--- src/rtl/uart_transmitter.sv ---
// uart_transmitter: byte-wide valid/ready in, 8N1 serial frame out.
// Define UART_TX_PARITY_EN to insert an even-parity bit (8E1 frame).
module uart_transmitter #(
    parameter int CLOCK_FREQ = 100_000_000,
    parameter int BAUD_RATE  = 115_200
) (
    input  logic       CLK,
    input  logic       reset,
    input  logic [7:0] DataIn,
    input  logic       DataInValid,
    output logic       DataInReady,
    output logic       SerialOut
);

    localparam int SYMBOL_EDGE_TIME = CLOCK_FREQ / BAUD_RATE;
    localparam int CNT_W = $clog2(SYMBOL_EDGE_TIME);

`ifdef UART_TX_PARITY_EN
    localparam int FRAME_BITS = 11;
`else
    localparam int FRAME_BITS = 10;
`endif

    // Bits that follow the start bit: data, optional parity, stop.
    localparam int SHIFT_W = FRAME_BITS - 1;

    localparam logic [CNT_W-1:0] SYM_LAST = CNT_W'(SYMBOL_EDGE_TIME - 1);
    localparam logic [3:0]       BIT_LAST = 4'(FRAME_BITS - 1);

    typedef enum logic {
        IDLE,
        SEND
    } state_t;

    state_t             state;
    logic [CNT_W-1:0]   sym_cnt;
    logic [3:0]         bit_cnt;
    logic [SHIFT_W-1:0] shift;
    logic [SHIFT_W-1:0] frame;

    // Shift image of a new byte, LSB first, stop bit in the top slot.
`ifdef UART_TX_PARITY_EN
    assign frame = {1'b1, ^DataIn, DataIn};
`else
    assign frame = {1'b1, DataIn};
`endif

    assign DataInReady = (state == IDLE);

    // Frame sequencer: accept a byte, then hold each bit for one symbol.
    always_ff @(posedge CLK) begin
        if (reset) begin
            state     <= IDLE;
            SerialOut <= 1'b1;
            sym_cnt   <= '0;
            bit_cnt   <= '0;
            shift     <= '1;
        end else begin
            unique case (state)
                IDLE: begin
                    if (DataInValid) begin
                        shift     <= frame;
                        state     <= SEND;
                        sym_cnt   <= '0;
                        bit_cnt   <= '0;
                        SerialOut <= 1'b0;
                    end
                end
                SEND: begin
                    if (sym_cnt == SYM_LAST) begin
                        sym_cnt <= '0;
                        if (bit_cnt == BIT_LAST) begin
                            state     <= IDLE;
                            SerialOut <= 1'b1;
                        end else begin
                            bit_cnt   <= bit_cnt + 4'd1;
                            SerialOut <= shift[0];
                            shift     <= {1'b1, shift[SHIFT_W-1:1]};
                        end
                    end else begin
                        sym_cnt <= sym_cnt + 1'b1;
                    end
                end
                default: state <= IDLE;
            endcase
        end
    end

endmodule

--- config.mk ---
export PLATFORM = sky130hd
export DESIGN_NAME = uart_transmitter
export DESIGN_NICKNAME = d
export VERILOG_FILES = /design/src/rtl/uart_transmitter.sv
export SDC_FILE = /design/constraint.sdc
export NUM_CORES = 1
export LEC_CHECK = 0
export CAP_MARGIN = 20
export CORE_ASPECT_RATIO = 0.5
export CORE_MARGIN = 1.5
export CORE_UTILIZATION = 31
export DETAILED_ROUTE_END_ITERATION = 8
export PLACE_DENSITY_LB_ADDON = 0.12
export SLEW_MARGIN = 30
export SYNTH_ARGS = -nofsm -noshare
export SYNTH_HDL_FRONTEND = slang
export SYNTH_SLANG_ARGS = --single-unit
--- constraint.sdc ---
create_clock -name CLK -period 4.1 [get_ports CLK]
set_clock_uncertainty 0.05 [all_clocks]
set_input_delay 1.23 -clock CLK [delete_from_list [all_inputs] [get_ports CLK]]
set_output_delay 1.23 -clock CLK [all_outputs]
set_load 0.02 [all_outputs]
### Cells coloured by class, run 1

Fill, decap, tap and diode cells in grey.
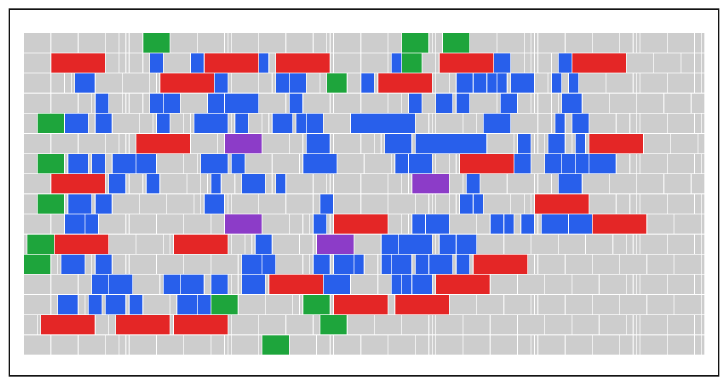
Key: remaining buffers and delay cells = green [cells 14]; remaining logic cells = blue [cells 117]; registers = red [cells 24]; clock drivers and dummy loads = purple [cells 4]

### Power grid, run 1

Scale bar: 20 microns. Pins as bars on the die edge. Tap cells in grey.
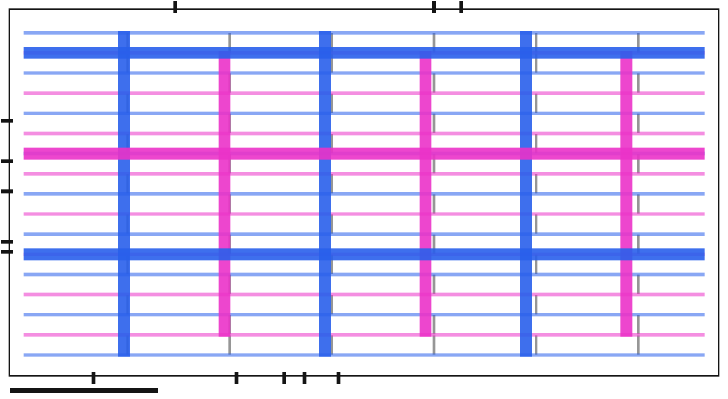
Key: VDD = magenta; VSS = blue
17 met1 rails follow the rows. 6 straps on met4. 3 straps on met5.

### Nets reached from selected ports, run 1

Scale bar: 20 microns.
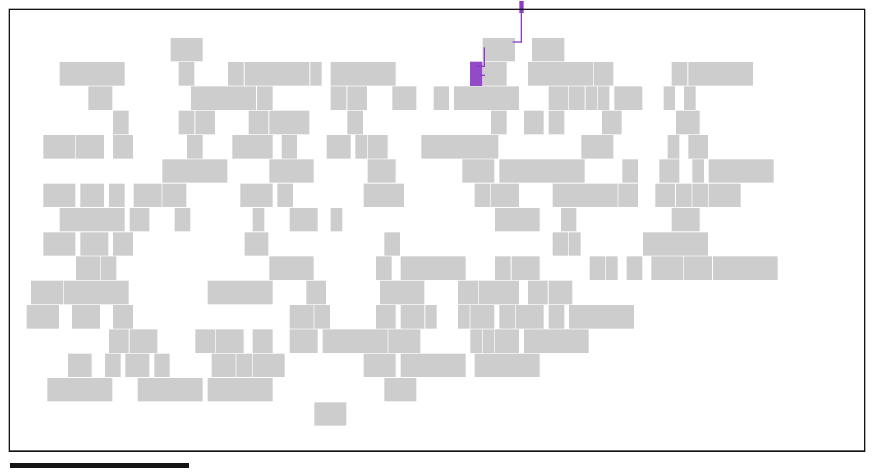
Key: DataInReady = purple [direction output, end cells 1, buffers 1, wire 7.70 microns]

## run 1: path summary, 6_finish.rpt
path / depth (start not counted) / end / start
max: 2 / DataInReady / state
min reg2reg: 1 / sym_cnt[9] / sym_cnt[9]
max reg2reg: 4 / bit_cnt[2] / state
min: 1 / sym_cnt[9] / sym_cnt[9]
## run 1: routing by layer
layer	vias to the layer above	share of wire	GRT usage
met1	536	0.54	0.210
met5	-	0	0
met4	0	0.0081	0.0294
li1	590	-	-
met3	5	0.042	0.0374
met2	23	0.41	0.215
## run 1: kinds of logic after synthesis
kind of cell,Yosys count,share of synthesized area
xor+xnor,1,0.00659
compound gates,39,0.224
mux,2,0.0151
flops,24,0.361
buf+inv,15,0.0555
fa+ha+maj,3,0.0282
simple gates,69,0.310
## run 1: cell usage after synthesis (all sizes together) (3+ instances only)
library cell and number:
buf 7, nand2 9, dfxtp 24, nor2 5, o21bai 8, a31oi 5
nand3 11, clkbuf 5, o21ai 3, ha 3, and2 8, a221oi 7
nand2b 3, a21oi 7, nand4 3, nor3 15
## run 1: power by group
group | internal [mW] | switching [mW] | total [mW]
clock | 0.0859 | 0.0797 | 0.166
sequential | 0.241 | 0.00767 | 0.248
combinational | 0.0289 | 0.0275 | 0.0565
## run 1: layout make-up
| class | instances | area [sq um] |
|---|---|---|
| inverters | 3 | 11.3 |
| clock buffers | 4 | 55.1 |
| repair buffers | 14 | 135 |
| well taps | 54 | 67.6 |
| flip-flops and latches | 24 | 480 |
| fillers | 432 | 2480 |
| multi-input cells | 114 | 776 |
## run 1: worst reg2reg max path: stages, from the launching register on
cell and delay [ns]:
dfxtp_1 0.77, nor4b_4 0.38, and4_1 0.54, nor4b_1 0.11
a311o_1 0.33
==> impl_metrics.tcl, run 1 <==
# yosys + openroad results
set metrics [dict create \
    status "finished, final reports clean" \
    ys_cells 153 \
    hold_buffers 0 \
    endpoint_kind "output pin" \
    floorplan.nets 167 \
    edf_count 0 \
    max_slew.worst_pin.slew_ns 0.684 \
    powerDensity_nw_per_um2 308 \
    synth_warnings 0 \
    ys_seq_share 0.361 \
    stdcell_area_sq_um 1530 \
    drive_gt1_frac 0.0629 \
    avgRoutedWirePerCell_microns 13.9 \
    ys_async_sr_fraction 0 \
    io_pins 13 \
    post_dp_cell_area_sq_um 1470 \
    avgSynthCellArea_sq_um 8.69 \
    crit_chain "clkinv_1 > clkdlybuf4s50_1" \
    cp_max_fo 21 \
    drc 0 \
    fmax_mhz 325 \
    clock_path_buffers 2 \
    antenna_found_initial 0 \
    port_buffers 12 \
    post_cts_buffers 0 \
    maxSlewViolCount 0 \
    fin_util 0.381 \
    n_antenna_cell 0 \
    ir_worst_vdd_v 0.000102 \
    lay_top_cells "24 x dfxtp_1, 14 x nor3_1, 12 x clkdlybuf4s50_1" \
    cts.sinks 24 \
    syn_area_sq_um 1330 \
    root_buffer "clkbuf_8" \
    cts_buffers 3 \
    synth_chip_area_sq_um 1330 \
    finalNetCount 174 \
]
==> run 2, diff against run 1 <==
clock period = 2.9 ns   (was 4.1 ns; I/O delays follow)
### Wiring heat map, run 2

The die is cut into 19 by 10 equal tiles; dark blue is low, red is high, scaled to the fullest tile. Values are wire area over tile area, all layers added.
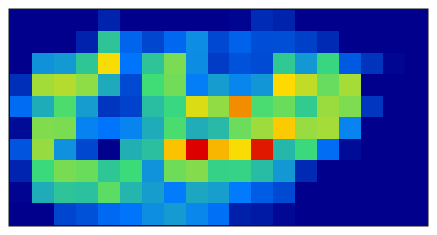
The fullest tile reaches 0.37. The mean over all tiles is 0.096. 20% of the tiles are over half the peak. The emptiest ninth of the die: bottom right. The densest ninth of the die: middle.

==> impl_metrics.tcl, run 2 <==
# yosys + openroad results
set metrics [dict create \
    status "finished, final reports clean" \
    cts_repair_resize_count 0 \
    root_buffer "clkbuf_8" \
    logic_area_sq_um 776 \
    largest_reg_flops 10 \
    post_cts_buffers 0 \
    period_minus_slack_ns 2.15 \
    slew_headroom 0.628 \
    edf_count 0 \
    muxShareOfSynthArea 0.0151 \
    largest_register "sym_cnt" \
    clock_path_buffers 2 \
    hold_end "sym_cnt[9]" \
    synth_top_area_share 0.361 \
    grt_overflow 0 \
    layout_top_cell "dfxtp_1" \
    port_buffers 12 \
    fmax_mhz 466 \
    busiest_layer "met1" \
    met3_usage 0.0421 \
    fill_cells 417 \
    most_common_cell "dfxtp_1" \
    fin_util 0.387 \
    vias_per_cell 5.31 \
    avgSynthCellArea_sq_um 8.69 \
    synth_chip_area_sq_um 1330 \
    common_cells "24 x dfxtp_1, 14 x nor3_1, 11 x nand3_1, 9 x nand2_1" \
    post_dp_cell_area_sq_um 1490 \
    r2r_start "sym_cnt[0]" \
    max_slew.worst_pin.slew_ns 0.556 \
    ys_seq_share 0.361 \
    drtPass1Iterations 4 \
    min_delay_path_depth 1 \
    top_logic_kind "simple AND/OR/NAND/NOR gates" \
    hold_buffers 0 \
    floorplan.nets 167 \
    reg2reg_depth 5 \
    ys_ff 24 \
    met2_usage 0.200 \
    n_antenna_cell 0 \
    hp-start "sym_cnt[9]" \
    avgRoutedWirePerCell_microns 13.5 \
    dp_hpwl_microns 1930 \
    drc 0 \
    syn_area_sq_um 1330 \
    endpoint_kind "output pin" \
    cp_max_fo 2 \
    ys_types 44 \
    setup.worst_path.start_class "flip-flop" \
    drive_gt1_frac 0.0802 \
    ys_async_sr_fraction 0 \
    ir_worst_vdd_v 0.000145 \
    synth_warnings 0 \
    dieHeight_microns 49.3 \
    fp_util 0.332 \
    cts_buffers 3 \
    rows 16 \
    reg.largest.list "sym_cnt: 10 flops, shift: 8 flops, bit_cnt: 4 flops" \
    synth-simple-area-share 0.310 \
    antenna_found_initial 0 \
    maxSlewViolCount 0 \
    synthAdderAreaFrac 0.0282 \
    regArea_sq_um 480 \
    lay_top_cells "24 x dfxtp_1, 14 x nor3_1, 12 x clkdlybuf4s50_1" \
    power_mw 0.669 \
    period_used_share 0.741 \
    met1_usage 0.203 \
    cts.sinks 24 \
    powerDensity_nw_per_um2 432 \
    finalNetCount 177 \
    drv_cap 0 \
    yosys.area_share.aoi 0.224 \
    xor_share 0.00659 \
    first_iter_violations 37 \
    p_leak_nw 0.537 \
    ys_cells 153 \
    rrSetupSlack_ns 0.88 \
    r2r-end "shift[0]" \
    rsz0062_at_grt "no" \
    fin_setup_tns_ns 0 \
    io_pins 13 \
    stdcell_area_sq_um 1550 \
]
[run 2: cell count changes in the layout (fill, tap and decap cells not counted)]
cell / change
buf_4: +3
[run 2: worst max-delay path by stage]
| stage | startpoint | end | slack [ns] | cells past startpoint |
|---|---|---|---|---|
| 2_1_floorplan | state | DataInReady | 0.99 | 3 |
| 3_3_place_gp | DataInValid | shift[0] | 0.53 | 4 |
| 3_5_place_dp | DataInValid | shift[0] | 0.54 | 4 |
| 4_1_cts | state | DataInReady | 0.73 | 2 |
| 5_1_grt | sym_cnt[0] | shift[6] | 0.70 | 5 |
| 6_report | state | DataInReady | 0.75 | 2 |
[run 2: final cells by class]
type | count | share of cell area
clock buffer | 4 | 0.0356
inverter | 3 | 0.00728
multi-input combinational | 114 | 0.501
sequential | 24 | 0.310
tap | 54 | 0.0437
timing repair buffer | 17 | 0.102
[run 2: cells by family after synthesis]
logic type | after synthesis
and+or+nand+nor | 69
AOI/OAI and AO/OA | 39
muxes | 2
buffers and inverters | 15
xor gates and xnor gates | 1
adders and majority gates | 3
DFF | 24
[run 2: metal layers]
metal	up-vias	routed length, microns
met5	-	0
met4	0	19
met3	2	121
met2	23	1210
met1	527	1560
li1	596	-
[run 2: worst max-delay path, stage by stage, from the launching register on]
cell	delay [ns]
dfxtp_1	0.32
clkinv_1	0.05
clkdlybuf4s50_1	0.59
[run 2: report_power, final]
group / switching [mW] / internal [mW] / leakage [nW]
Clock: 0.114 / 0.122 / 0.0288
Combinational: 0.0445 / 0.0431 / 0.313
Sequential: 0.00624 / 0.340 / 0.196
### Cells coloured by class, run 2

Fill, decap, tap and diode cells in grey.
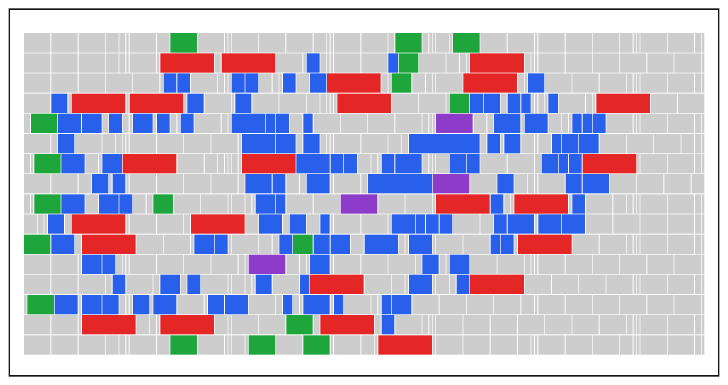

==> run 3, diff against run 2 <==
clock period = 2 ns   (was 2.9 ns; I/O delays follow)
### Cells coloured by class, run 3

Fill, decap, tap and diode cells in grey.
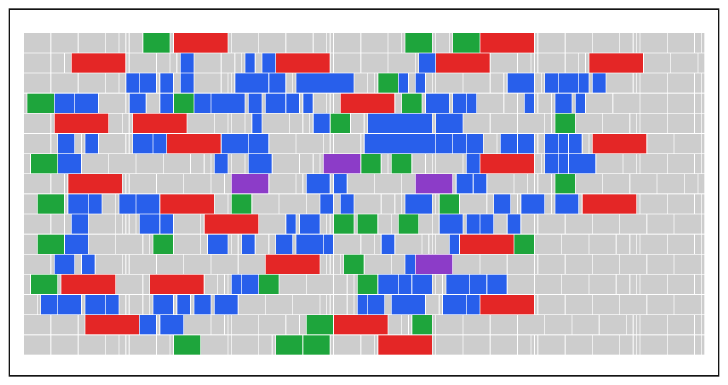
Key: registers = red [cells 24]; remaining logic cells = blue [cells 117]; remaining buffers and delay cells = green [cells 31]; clock drivers and dummy loads = purple [cells 4]

==> impl_metrics.tcl, run 3 <==
# yosys + openroad results
set metrics [dict create \
    fin_util 0.415 \
    cts.sinks 24 \
    cp_num_cells 2 \
    clock_path_buffers 2 \
    layout_top_cell "dfxtp_1" \
    first_iter_violations 30 \
    largest_register "sym_cnt" \
    finalNetCount 191 \
    hp-start "sym_cnt[9]" \
    slowest_stage "clkdlybuf4s50_1" \
    post_cts_buffers 0 \
    status "finished, final reports clean" \
    slew_headroom 0.594 \
    most_common_cell "dfxtp_1" \
    synth_top_area_share 0.361 \
    dieHeight_microns 49.3 \
    vias_per_cell 5.25 \
    edf_count 0 \
    ys_seq_share 0.361 \
    common_cells "24 x dfxtp_1, 14 x nor3_1, 11 x nand3_1, 9 x nand2_1" \
    max_slew.worst_pin.slew_ns 0.608 \
    period_used_share 0.956 \
    n_antenna_cell 0 \
    combPwrFrac 0.144 \
    avgSynthCellArea_sq_um 8.69 \
    crit_chain "clkinv_1 > clkdlybuf4s50_1" \
    port_buffers 12 \
    drive_gt1_frac 0.153 \
    rows 16 \
    min_delay_path_depth 1 \
    hold_end "sym_cnt[9]" \
    synth_warnings 0 \
    powerDensity_nw_per_um2 597 \
    antenna_found_initial 0 \
    p_leak_nw 0.607 \
    ys_async_sr_fraction 0 \
    grt_overflow 0 \
    r2r-end "bit_cnt[2]" \
    largest_reg_flops 10 \
    ys_cells 153 \
    drc 0 \
    path_buffers 2 \
    syn_area_sq_um 1330 \
    endpoint_kind "output pin" \
    lay_top_cells "24 x dfxtp_1, 19 x buf_4, 14 x nor3_1" \
    p_sw_frac 0.251 \
    cts_buffers 3 \
    p_sw_mw 0.249 \
    dp_hpwl_microns 2220 \
    p_clk_frac 0.351 \
    setup.worst_path.start_class "flip-flop" \
    drv_cap 0 \
    drtPass1Iterations 4 \
    fin_setup_tns_ns 0 \
    fp_util 0.332 \
]
## run 3: cell counts after synthesis
Identical to the previous run, type by type.
## run 3: layer usage
metal / share of wire / GRT usage
met4: 0.0043 / 0.0441
met1: 0.54 / 0.215
met5: 0 / 0
met3: 0.029 / 0.0374
met2: 0.43 / 0.219
## run 3: what timing repair did
| action | 4_1_cts | 5_1_grt |
|---|---|---|
| gates resized | 0 | 1 |
| setup endpoints to repair | 0 | 3 |
| hold buffers | 0 | 0 |
| endpoints found under the hold margin | 0 | 0 |
## run 3: final cells by class
| class | count | area share |
|---|---|---|
| multi-input combinational | 114 | 0.472 |
| sequential | 24 | 0.289 |
| timing repair buffer | 31 | 0.158 |
| tap | 54 | 0.0407 |
| clock buffer | 4 | 0.0331 |
| inverter | 3 | 0.00678 |
## run 3: cells by family (layout without fill, tap and decap cells)
family	after synthesis	in the layout	synth area share
xor gates and xnor gates	1	1	0.00659
adders and majority gates	3	3	0.0282
DFF	24	24	0.361
AOI/OAI and AO/OA	39	39	0.224
buffers and inverters	15	38	0.0555
and+or+nand+nor	69	69	0.310
muxes	2	2	0.0151
## run 3: worst max-delay path by stage
stage	slack [ns]	startpoint	endpoint
global route	-0.002	sym_cnt[1]	shift[4]
detailed placement	-0.06	DataInValid	shift[4]
finish	0.09	state	DataInReady
global placement	-0.02	DataInValid	shift[3]
floorplan	0.30	sym_cnt[0]	bit_cnt[2]
CTS	0.07	state	DataInReady
## run 3: power groups by stage
| stage | clock, mW | combinational [mW] | sequential, mW |
|---|---|---|---|
| final | 0.348 | 0.143 | 0.501 |
| after floorplan | 0 | 0.0766 | 0.513 |
| after CTS | 0.360 | 0.143 | 0.501 |
| after global routing | 0.383 | 0.156 | 0.504 |
| after detailed placement | 0 | 0.143 | 0.513 |
| after global placement | 0 | 0.143 | 0.513 |
Power and IR drop assume default switching activity.
